## config.mk

```make
export PLATFORM = sky130hd
export DESIGN_NAME = v35_intc_regs
export DESIGN_NICKNAME = d
export VERILOG_FILES = /design/src/rtl/v35_intc_regs_pkg.sv /design/src/rtl/v35_intc_regs_pin_detect.sv /design/src/rtl/v35_intc_regs.sv
export SDC_FILE = /design/constraint.sdc
export NUM_CORES = 1
export LEC_CHECK = 0
export CAP_MARGIN = 40
export CORE_MARGIN = 2
export CORE_UTILIZATION = 30
export CTS_BUF_LIST = sky130_fd_sc_hd__clkbuf_16
export CTS_CLUSTER_DIAMETER = 40
export DETAILED_ROUTE_END_ITERATION = 10
export HOLD_SLACK_MARGIN = 0.05
export SLEW_MARGIN = 20
export SYNTH_ARGS = -nofsm -noshare
export SYNTH_HDL_FRONTEND = slang
export SYNTH_SLANG_ARGS = --single-unit
```

## constraint.sdc

```tcl
create_clock -name clk -period 2.7 [get_ports clk]
set_input_delay 0.27 -clock clk [delete_from_list [all_inputs] [get_ports clk]]
set_output_delay 0.27 -clock clk [all_outputs]
set_load 0.02 [all_outputs]
```

## src/rtl/v35_intc_regs_pkg.sv

```systemverilog
// v35_intc_regs_pkg: shared SFR offsets, EXIC layout and helpers for the
// V35 interrupt register block.
// Optional build macro: V35_INTP_FILTER_EN (pin noise filter in v35_pin_detect).
package v35_intc_regs_pkg;

    // SFR offsets relative to SFR_BASE
    localparam logic [7:0] SFR_INTM  = 8'h00;
    localparam logic [7:0] SFR_EXIC0 = 8'h0C;
    localparam logic [7:0] SFR_EXIC1 = 8'h0D;
    localparam logic [7:0] SFR_EXIC2 = 8'h0E;

    // EXIC bit positions
    localparam int EXIF_BIT = 7;
    localparam int EXMK_BIT = 6;
    localparam int EXPR_LSB = 0;

    localparam logic [7:0] EXIC_RESET = 8'h47;

    // Noise filter reload value: a level must differ for FLT_LOAD+1 samples
    localparam logic [1:0] FLT_LOAD = 2'd3;

    typedef struct packed {
        logic       exif;
        logic       exmk;
        logic [2:0] rsvd;
        logic [2:0] prio;
    } exic_t;

    // Next EXIC value: edge trigger beats clear, clear beats SFR write, so a
    // request arriving together with an acknowledge or a write is never lost.
    function automatic exic_t exic_next(input exic_t cur, input logic trig,
                                        input logic clr, input logic wr,
                                        input logic [7:0] din);
        logic [7:0] nxt;
        nxt = wr ? din : cur;
        if (trig)
            nxt[EXIF_BIT] = 1'b1;
        else if (clr)
            nxt[EXIF_BIT] = 1'b0;
        return exic_t'(nxt);
    endfunction

endpackage

```

## src/rtl/v35_intc_regs_pin_detect.sv

```systemverilog
// v35_pin_detect: per-pin synchroniser, optional noise filter, previous-level
// flop and direction-selected edge trigger. All state advances on i_ce only.
// Optional build macro: V35_INTP_FILTER_EN adds a 4-sample majority-free
// stability filter (the filtered level doubles as the previous level).
module v35_pin_detect
    import v35_intc_regs_pkg::*;
#(
    parameter int SYNC_STAGES = 2
) (
    input  logic i_clk,
    input  logic i_rst,
    input  logic i_ce,
    input  logic i_pin,
    input  logic i_dir,
    output logic o_trig
);

    logic [SYNC_STAGES-1:0] r_sync;
    logic                   r_prev;
    logic                   w_sync_out;
    logic                   w_lvl;

    assign w_sync_out = r_sync[SYNC_STAGES-1];

    // Shift the raw pin through the synchroniser chain
    always_ff @(posedge i_clk or posedge i_rst) begin
        if (i_rst)
            r_sync <= '0;
        else if (i_ce)
            r_sync <= {r_sync[SYNC_STAGES-2:0], i_pin};
    end

`ifdef V35_INTP_FILTER_EN
    logic [1:0] r_flt_cnt;
    logic       w_differ;

    assign w_differ = w_sync_out ^ r_prev;
    assign w_lvl    = (w_differ && (r_flt_cnt == 2'd0)) ? w_sync_out : r_prev;

    // Down-count consecutive differing samples; reload on agreement or accept
    always_ff @(posedge i_clk or posedge i_rst) begin
        if (i_rst)
            r_flt_cnt <= FLT_LOAD;
        else if (i_ce) begin
            if (!w_differ || (r_flt_cnt == 2'd0))
                r_flt_cnt <= FLT_LOAD;
            else
                r_flt_cnt <= r_flt_cnt - 2'd1;
        end
    end
`else
    assign w_lvl = w_sync_out;
`endif

    // Remember the last accepted level for edge detection
    always_ff @(posedge i_clk or posedge i_rst) begin
        if (i_rst)
            r_prev <= 1'b0;
        else if (i_ce)
            r_prev <= w_lvl;
    end

    // A change fires only when the new level matches the programmed direction
    assign o_trig = i_ce & (w_lvl ^ r_prev) & (r_prev ^ i_dir);

endmodule

```

## src/rtl/v35_intc_regs.sv

```systemverilog
// v35_intc_regs: owns EXIC0..2 and INTM, detects NMI/INTP edges, keeps the
// NMI pending latch and EXIF request flags for the priority controller.
// Optional build macro: V35_INTP_FILTER_EN (passed down to v35_pin_detect).
module v35_intc_regs
    import v35_intc_regs_pkg::*;
#(
    parameter int         SYNC_STAGES = 2,
    parameter logic [7:0] SFR_BASE    = 8'h40
) (
    input  logic       clk,
    input  logic       reset,
    input  logic       ce,
    input  logic       NMI_PIN,
    input  logic [2:0] INTP,
    input  logic [7:0] sfr_addr,
    input  logic       sfr_wr,
    input  logic       sfr_rd,
    input  logic [7:0] sfr_din,
    output logic [7:0] sfr_dout,
    output logic       NMI,
    output logic [7:0] EXIC0,
    output logic [7:0] EXIC1,
    output logic [7:0] EXIC2,
    input  logic       NMI_clear,
    input  logic       EXIC0_clear,
    input  logic       EXIC1_clear,
    input  logic       EXIC2_clear,
    output logic [7:0] INTM_out
);

    localparam logic [7:0] A_INTM  = SFR_BASE + SFR_INTM;
    localparam logic [7:0] A_EXIC0 = SFR_BASE + SFR_EXIC0;
    localparam logic [7:0] A_EXIC1 = SFR_BASE + SFR_EXIC1;
    localparam logic [7:0] A_EXIC2 = SFR_BASE + SFR_EXIC2;

    // Index 0 is NMI, 1..3 are INTP0..2 throughout
    logic [3:0] w_pin;
    logic [3:0] w_trig;
    logic [3:0] w_clr_pulse;
    logic [3:0] w_clr;
    logic [2:0] w_wr_exic;
    logic       w_wr_intm;
    logic [7:0] w_rd_data;

    logic [3:0] r_intm;
    logic [3:0] r_clr_pend;
    logic       r_nmi;
    exic_t      r_exic [3];
    logic [7:0] r_dout;

    assign w_pin       = {INTP, NMI_PIN};
    assign w_clr_pulse = {EXIC2_clear, EXIC1_clear, EXIC0_clear, NMI_clear};
    assign w_clr       = w_clr_pulse | r_clr_pend;

    assign w_wr_intm    = ce & sfr_wr & (sfr_addr == A_INTM);
    assign w_wr_exic[0] = ce & sfr_wr & (sfr_addr == A_EXIC0);
    assign w_wr_exic[1] = ce & sfr_wr & (sfr_addr == A_EXIC1);
    assign w_wr_exic[2] = ce & sfr_wr & (sfr_addr == A_EXIC2);

    for (genvar g = 0; g < 4; g++) begin : g_pin
        v35_pin_detect #(
            .SYNC_STAGES(SYNC_STAGES)
        ) u_pin (
            .i_clk (clk),
            .i_rst (reset),
            .i_ce  (ce),
            .i_pin (w_pin[g]),
            .i_dir (r_intm[g]),
            .o_trig(w_trig[g])
        );
    end

    // Acknowledge pulses arriving while ce=0 are held until the next ce
    always_ff @(posedge clk or posedge reset) begin
        if (reset)
            r_clr_pend <= '0;
        else if (ce)
            r_clr_pend <= '0;
        else
            r_clr_pend <= r_clr_pend | w_clr_pulse;
    end

    // INTM edge-direction register
    always_ff @(posedge clk or posedge reset) begin
        if (reset)
            r_intm <= '0;
        else if (w_wr_intm)
            r_intm <= sfr_din[3:0];
    end

    // NMI pending latch: set by edge, cleared by acknowledge, edge wins
    always_ff @(posedge clk or posedge reset) begin
        if (reset)
            r_nmi <= 1'b0;
        else if (ce)
            r_nmi <= w_trig[0] | (~w_clr[0] & r_nmi);
    end

    // EXIC request/config registers
    always_ff @(posedge clk or posedge reset) begin
        if (reset) begin
            for (int k = 0; k < 3; k++)
                r_exic[k] <= exic_t'(EXIC_RESET);
        end else if (ce) begin
            for (int k = 0; k < 3; k++)
                r_exic[k] <= exic_next(r_exic[k], w_trig[k+1], w_clr[k+1],
                                       w_wr_exic[k], sfr_din);
        end
    end

    // Read-data decode of the current (pre-write) register contents
    always_comb begin
        w_rd_data = 8'h00;
        case (sfr_addr)
            A_INTM:  w_rd_data = {4'h0, r_intm};
            A_EXIC0: w_rd_data = r_exic[0];
            A_EXIC1: w_rd_data = r_exic[1];
            A_EXIC2: w_rd_data = r_exic[2];
            default: w_rd_data = 8'h00;
        endcase
    end

    // Registered read port, holds between reads
    always_ff @(posedge clk or posedge reset) begin
        if (reset)
            r_dout <= 8'h00;
        else if (ce && sfr_rd)
            r_dout <= w_rd_data;
    end

    assign sfr_dout = r_dout;
    assign NMI      = r_nmi;
    assign EXIC0    = r_exic[0];
    assign EXIC1    = r_exic[1];
    assign EXIC2    = r_exic[2];
    assign INTM_out = {4'h0, r_intm};

endmodule

```

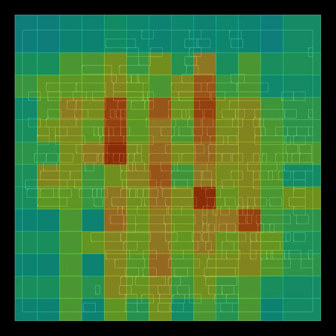
(routing congestion)
WL/cell: 15.3 um
gr busiest metal: met2
met1 Resource Use GR: 18.6%
global-route usage over all layers: 13.7%
met2 Use GR: 22.5%

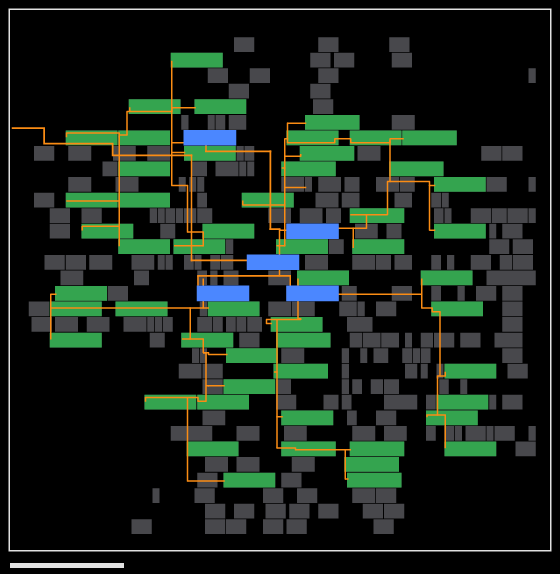
(clock wires, drivers and flops)
The bar under the picture is 20 um long.
[orange] clock wires | length: 584 um
[blue] cells driving clock nets | count: 5
[green] flip-flops | count: 53
routed clock nets: 6
Insertion Delay late pin: 280 ps
clock skew: 2.82 ps
clk pwr: 596 uW
Clk pwr share: 33.8%

==> run summary <==
impl run done, here's what came out: status=finished, final reports clean, Mapped Cells=between 200 and 250, Vias=1765, Yosys warnings=0, Distinct cells, synth=33, tool warnings=26, worst r2r src=EXIC0[1], flop-to-flop setup slack=roughly 1600 ps, Yosys reg bits=around 53, global-route wire length before repair=9.37 mm, crit path kind=input port to flip-flop, root buffer cell=clkbuf_16, Avg Inst Size Synth=about 12 um^2, ys async rst share=100%, Reg2Reg Depth=3, First-pass DRT Iterations=5, startpoint types=input port, antenna fix cells=0, Worst Setup SP=sfr_addr[5], RSZ-0062 raised after global routing=no, dominant synthesized flop cell=dfrtp_1, vias per inst=approximately 4.7, # Post-CTS Setup Buffers=0, list of most frequent post-synthesis cells=dfrtp_1, mux2_2, nand2_1, num ports=70, Area growth, synth to finish=36.5%, mapped cell area=around 0.0025 mm^2, Worst EP required=about 2900 ps, uppermost layer routed=met4, worst hold path type=input port to asynchronous set/reset pin, MI comb area=just over 0.001 mm^2, I/O Buffers=65, initial antenna violation count=0
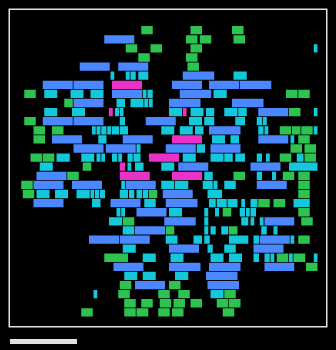
(cell classes on the final placement)
The bar under the picture is 20 um long.
[green] other buffers and delay cells | cells: 73 | share of their area: 22%
[cyan] all other logic | cells: 140 | share of their area: 32%
[magenta] clock drivers and dummy loads | cells: 8 | share of their area: 4.3%
[blue] flip-flops | cells: 53 | share of their area: 42%
Final Cell Area: 0.00335 mm^2
fin util: 42.9%
sequential share of cell area: 40.0%

## cell families (layout without fill, tap and decap cells)
logic type	after synthesis	in the layout	share of synthesized area, %
buf+inv	18	82	4.38
other cells	1	4	0.153
flops	53	53	54.7
compound gates	37	37	9.54
simple gates	58	58	13.1
mux	40	40	18.2
## state kept, by name, summed over array words and instances, names as in the netlist
name,flops
EXIC0,8
EXIC1,8
EXIC2,8
g_pin.u_pin.r_sync,8
sfr_dout,8
g_pin.u_pin.r_prev,4
r_clr_pend,4
r_intm,4
NMI,1
## per-layer routing
| layer | global-route usage [%] | up-vias |
|---|---|---|
| met1 | 18.6 | 851 |
| met3 | 3.43 | 4 |
| met4 | 2.54 | 0 |
| li1 | - | 865 |
| met2 | 22.5 | 45 |
| met5 | 0 | - |
## metrics by stage
stage / hold slack [ps] / area [um^2] / instances / util [%]
after CTS: 289 / 3350 / 376 / 42.9
after global placement: 462 / 3190 / 367 / 40.9
after floorplan: 400 / 2460 / 210 / -
after global routing: 297 / 3350 / 376 / 42.9
final: 277 / 3350 / 376 / 42.9
after detailed placement: 470 / 3210 / 368 / 41.1
## power breakdown
part / switching, mW / internal (mW)
clock network: 0.260 / 0.336
logic: 0.128 / 0.142
registers: 0.0463 / 0.854
total: 0.434 / 1.33
## layout make-up
cell class                      count  share of cell area, %
Sequential cell                    53                   40.0
Multi-Input combinational cell    139                   30.3
Timing Repair Buffer               73                   21.6
Tap cell                          102                   3.81
Clock buffer                        5                   3.74
Clock inverter                      3                  0.374
Inverter                            1                  0.112
## how the worst max path moves through the flow
| stage | end | depth (start not counted) |
|---|---|---|
| CTS | EXIC1[5] | 4 |
| global route | EXIC2[4] | 4 |
| global placement | EXIC1[4] | 4 |
| floorplan | EXIC2[3] | 6 |
| finish | EXIC1[5] | 4 |
| detailed placement | EXIC1[5] | 4 |
Power and IR drop assume default switching activity.
